==> config.mk <==
export PLATFORM = sky130hd
export DESIGN_NAME = mem_port_arbiter
export DESIGN_NICKNAME = d
export VERILOG_FILES = /design/src/rtl/mem_arb_pkg.sv /design/src/rtl/arb_watchdog.sv /design/src/rtl/mem_port_arbiter.sv
export SDC_FILE = /design/constraint.sdc
export NUM_CORES = 1
export LEC_CHECK = 0
export CELL_PAD_IN_SITES_DETAIL_PLACEMENT = 1
export CELL_PAD_IN_SITES_GLOBAL_PLACEMENT = 2
export CORE_ASPECT_RATIO = 0.8
export CORE_MARGIN = 2
export CORE_UTILIZATION = 17
export CTS_CLUSTER_SIZE = 20
export DETAILED_ROUTE_END_ITERATION = 6
export MAX_ROUTING_LAYER = met4
export PLACE_DENSITY_LB_ADDON = 0.1
export SLEW_MARGIN = 20
export SYNTH_ARGS = -nofsm -noshare
export SYNTH_HDL_FRONTEND = slang
export SYNTH_SLANG_ARGS = --single-unit
==> constraint.sdc <==
create_clock -name clk -period 2 [get_ports clk]
set_input_delay 0.3 -clock clk [delete_from_list [all_inputs] [get_ports clk]]
set_output_delay 0.3 -clock clk [all_outputs]
set_load 0.05 [all_outputs]
congestion_map.png
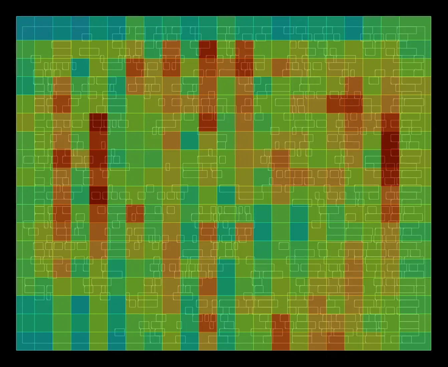
met1 capacity usage during global routing: 0.236
Most Crowded Layer GR: met2
fraction of the core area covered by cells at the end of the flow: 0.385
overall routing resource usage: 0.184

pinout.png
Pins as bars across the die edge, other pins in grey.
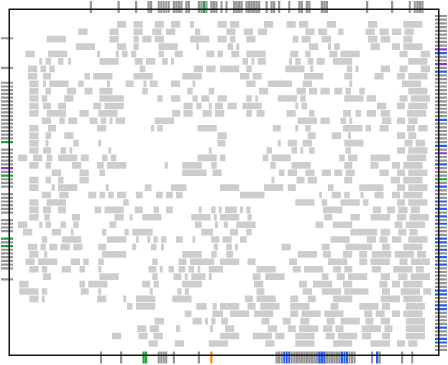
legend:
  m_request:
    colour: orange
    pins: 1
    direction: output
    edge: bottom
  d_mask:
    colour: purple
    pins: 4
    direction: input
    edge: 3 right, 1 left
  i_addr:
    colour: green
    pins: 8
    direction: input
    edge: 4 left, 2 bottom, 1 top, 1 right
  i_rdata:
    colour: blue
    pins: 32
    direction: output
    edge: 22 right, 10 bottom
all pins by edge: 91 right, 54 top, 50 left, 48 bottom
Port Buf Inserts: 242
Die X-Extent: 157 um

==> impl_table.tex <==
% Generated from flow reports
\begin{tabular}{lr}
\hline
Metric & Value \\
\hline
\multicolumn{2}{l}{\textbf{Status}} \\
\quad Status & finished, final reports clean \\
\multicolumn{2}{l}{\textbf{Clocking}} \\
\quad Number of buffers created by CTS & 5 \\
\quad Skew-Pair Late Insertion Delay & 0.31 ns \\
\quad CTS tree & yes \\
\quad Clock-pin transition on the worst setup and hold timing paths & 0.07 ns \\
\quad CTS hold repair buffers & 0 \\
\quad Buffer depth of the longest clock path & 2 \\
\quad Clock tree sinks & 54 \\
\multicolumn{2}{l}{\textbf{Logic synthesis}} \\
\quad Share of synthesized cell area in and, or, nand and nor gates & 0.304 \\
\quad Post-synthesis register bit count & 54 \\
\quad Cell count in the Yosys report & 407 \\
\quad Most area-hungry cell type in the Yosys netlist & sky130\_fd\_sc\_hd\_\_dfxtp\_1 \\
\quad XOR Share, Synth & 0 \\
\quad Post-synth seq share & 0.340 \\
\quad Post-synthesis instance total & 407 \\
\quad Top logic cell family in the synthesized netlist & simple AND/OR/NAND/NOR gates \\
\quad Chip area estimate from yosys synthesis & 3180 um2 \\
\quad Number of distinct library cell variants in the gate-level netlist after synthesis & 31 \\
\multicolumn{2}{l}{\textbf{Final timing}} \\
\quad Total Negative Setup Slacks & 0 ns \\
\quad Final period utilization & 0.984 \\
\quad Final-report setup violation count & 0 \\
\quad RSZ-0062 raised after global routing & true \\
\quad Slew margin rel. & 0.368 \\
\quad Top achievable clock speed & 508 MHz \\
\quad Transition at the pin with the smallest max-transition slack & 0.946 ns \\
\multicolumn{2}{l}{\textbf{Worst setup path}} \\
\quad Count of cell instances traversed by the critical path & 6 \\
\quad Biggest fanout along the worst timing path & 8 \\
\quad Critical path buffers and inverters & 3 \\
\quad Worst setup slack for register-to-register paths & 0.38 ns \\
\quad Peak per-stage delay on the critical path & 0.33 ns \\
\quad Required time of the worst setup path & 1.70 ns \\
\quad Arrival time of the worst setup path & 1.67 ns \\
\quad R2R depth & 5 \\
\quad CP top delay family & simple AND/OR/NAND/NOR gates \\
\quad Crit path cell chain & inv\_2 -> ha\_2 -> and3\_4 -> clkbuf\_16 -> and2\_4 -> buf\_12 \\
\quad Max stage delay cell, worst path & sky130\_fd\_sc\_hd\_\_dfxtp\_1 \\
\quad Endpoint kind of the worst setup timing path & output pin \\
\quad Worst setup path class & reg -> out \\
\multicolumn{2}{l}{\textbf{Flow run}} \\
\quad Number of max-cap violations & 0 \\
\multicolumn{2}{l}{\textbf{Layout}} \\
\quad Number of inserted filler cells in the final layout & 2,020 \\
\quad Area taken by flip-flops and latches & 1080 um2 \\
\quad Combinational gate area & 2030 um2 \\
\quad Commonest cells after routing, fill and taps aside & 172 x sky130\_fd\_sc\_hd\_\_clkdlybuf4s50\_1, 73 x sky130\_fd\_sc\_hd\_\_buf\_12, 64 x sky130\_fd\_sc\_hd\_\_and2\_4 \\
\quad Nets & 758 \\
\quad Fraction of layout cells with a size suffix above 1 & 0.281 \\
\quad Flip-flop count of the largest register after layout & 32 \\
\multicolumn{2}{l}{\textbf{Global route}} \\
\quad Wire length of the first global-routing pass & 27,200 um \\
\quad Final global-route overflow total & 0 \\
\quad Antenna violations before repair & 1 \\
\multicolumn{2}{l}{\textbf{Routing}} \\
\quad ANT nets after route & 0 \\
\quad Number of DRC markers after the initial detailed-route iteration & 211 \\
\quad Number of remaining DRC errors & 0 \\
\quad Detail-routed via count per cell & 4.83 \\
\quad Total vias in the final route & 4,249 \\
\quad Detailed-routing iteration count for the pre-antenna-repair pass & 4 \\
\multicolumn{2}{l}{\textbf{Floorplanning}} \\
\quad FP Util & 0.174 \\
\quad Top-Level Pins & 243 \\
\quad Overall die area & 19,800 um2 \\
\quad Floorplan Core Area & 18,200 um2 \\
\quad Floorplan row count & 44 \\
\multicolumn{2}{l}{\textbf{Pwr}} \\
\quad Maximum VDD drop & 334 uV \\
\quad Overall Power & 4.06 mW \\
\quad Power density of the placed cells & 578 nW/um2 \\
\multicolumn{2}{l}{\textbf{Place}} \\
\quad Placed cells & 866 \\
\quad Final GP Congestion & 0.793 \\
\hline
\end{tabular}
-- where the power goes --
| part | switching [mW] | internal [mW] |
|---|---|---|
| Combinational | 1.08 | 0.743 |
| Sequential | 0.0804 | 1.19 |
| Clock | 0.466 | 0.499 |
-- cells by family after synthesis --
kind of cell    count (synthesis)
compound gates                109
flops                          54
simple gates                  177
buf+inv                        62
fa+ha+maj                       5
-- worst min-delay path: stages --
cell                      delay (ns)
sky130_fd_sc_hd__buf_2          0.19
sky130_fd_sc_hd__nand4_1        0.10
sky130_fd_sc_hd__o32ai_1        0.08
-- layer usage --
layer | GRT usage | up-vias | part of all wire
li1 | - | 1985 | -
met1 | 0.236 | 2056 | 0.44
met2 | 0.293 | 194 | 0.47
met3 | 0.0407 | 14 | 0.076
met4 | 0.0502 | 0 | 0.015
met5 | - | - | 0
-- timing repair --
action | CTS | global route
pin swaps | 0 | 0
gates resized | 26 | 48
setup endpoints to repair | 58 | 58
setup buffers | 0 | 1
gates cloned | 2 | 2
-- synth_stat cells --
cell type / count
sky130_fd_sc_hd__a31oi_1: 46
sky130_fd_sc_hd__nor2b_1: 1
sky130_fd_sc_hd__dfxtp_1: 54
sky130_fd_sc_hd__buf_1: 5
sky130_fd_sc_hd__or3_1: 2
sky130_fd_sc_hd__buf_2: 18
sky130_fd_sc_hd__nor3_1: 2
sky130_fd_sc_hd__inv_1: 8
sky130_fd_sc_hd__o2111ai_1: 45
sky130_fd_sc_hd__nor2_1: 3
sky130_fd_sc_hd__and2_1: 65
sky130_fd_sc_hd__nand4_1: 47
sky130_fd_sc_hd__o21ai_0: 3
sky130_fd_sc_hd__nor4_1: 1
sky130_fd_sc_hd__a311oi_1: 1
sky130_fd_sc_hd__o21ai_1: 1
sky130_fd_sc_hd__o32ai_1: 2
sky130_fd_sc_hd__buf_6: 1
sky130_fd_sc_hd__a211oi_1: 2
sky130_fd_sc_hd__a31o_1: 1
sky130_fd_sc_hd__a22oi_1: 1
sky130_fd_sc_hd__buf_4: 1
sky130_fd_sc_hd__a21oi_1: 5
sky130_fd_sc_hd__and3_1: 2
sky130_fd_sc_hd__ha_1: 5
sky130_fd_sc_hd__inv_2: 1
sky130_fd_sc_hd__o31a_1: 1
sky130_fd_sc_hd__nand2_1: 52
sky130_fd_sc_hd__a311o_1: 1
sky130_fd_sc_hd__clkbuf_1: 28
sky130_fd_sc_hd__nand3_1: 2
-- per-stage QoR --
stage                     setup slack, ns  hold WS, ns  instance area (um2)
after floorplan                   -0.0495        0.450                 3180
after global placement            0.00729        0.466                 6570
after detailed placement           0.0278        0.472                 6570
after CTS                         0.00836        0.420                 6830
after global routing              -0.0404        0.447                 7010
final                              0.0323        0.422                 7010
-- area by class of cell --
class	instances	area share
Inverter	9	0.00482
Multi-Input combinational cell	291	0.290
Clock inverter	2	0.00178
Clock buffer	6	0.0198
Tap cell	253	0.0451
Antenna cell	1	0.000357
Timing Repair Buffer	264	0.484
Sequential cell	54	0.154
Power is estimated from default activity; no workload was simulated.
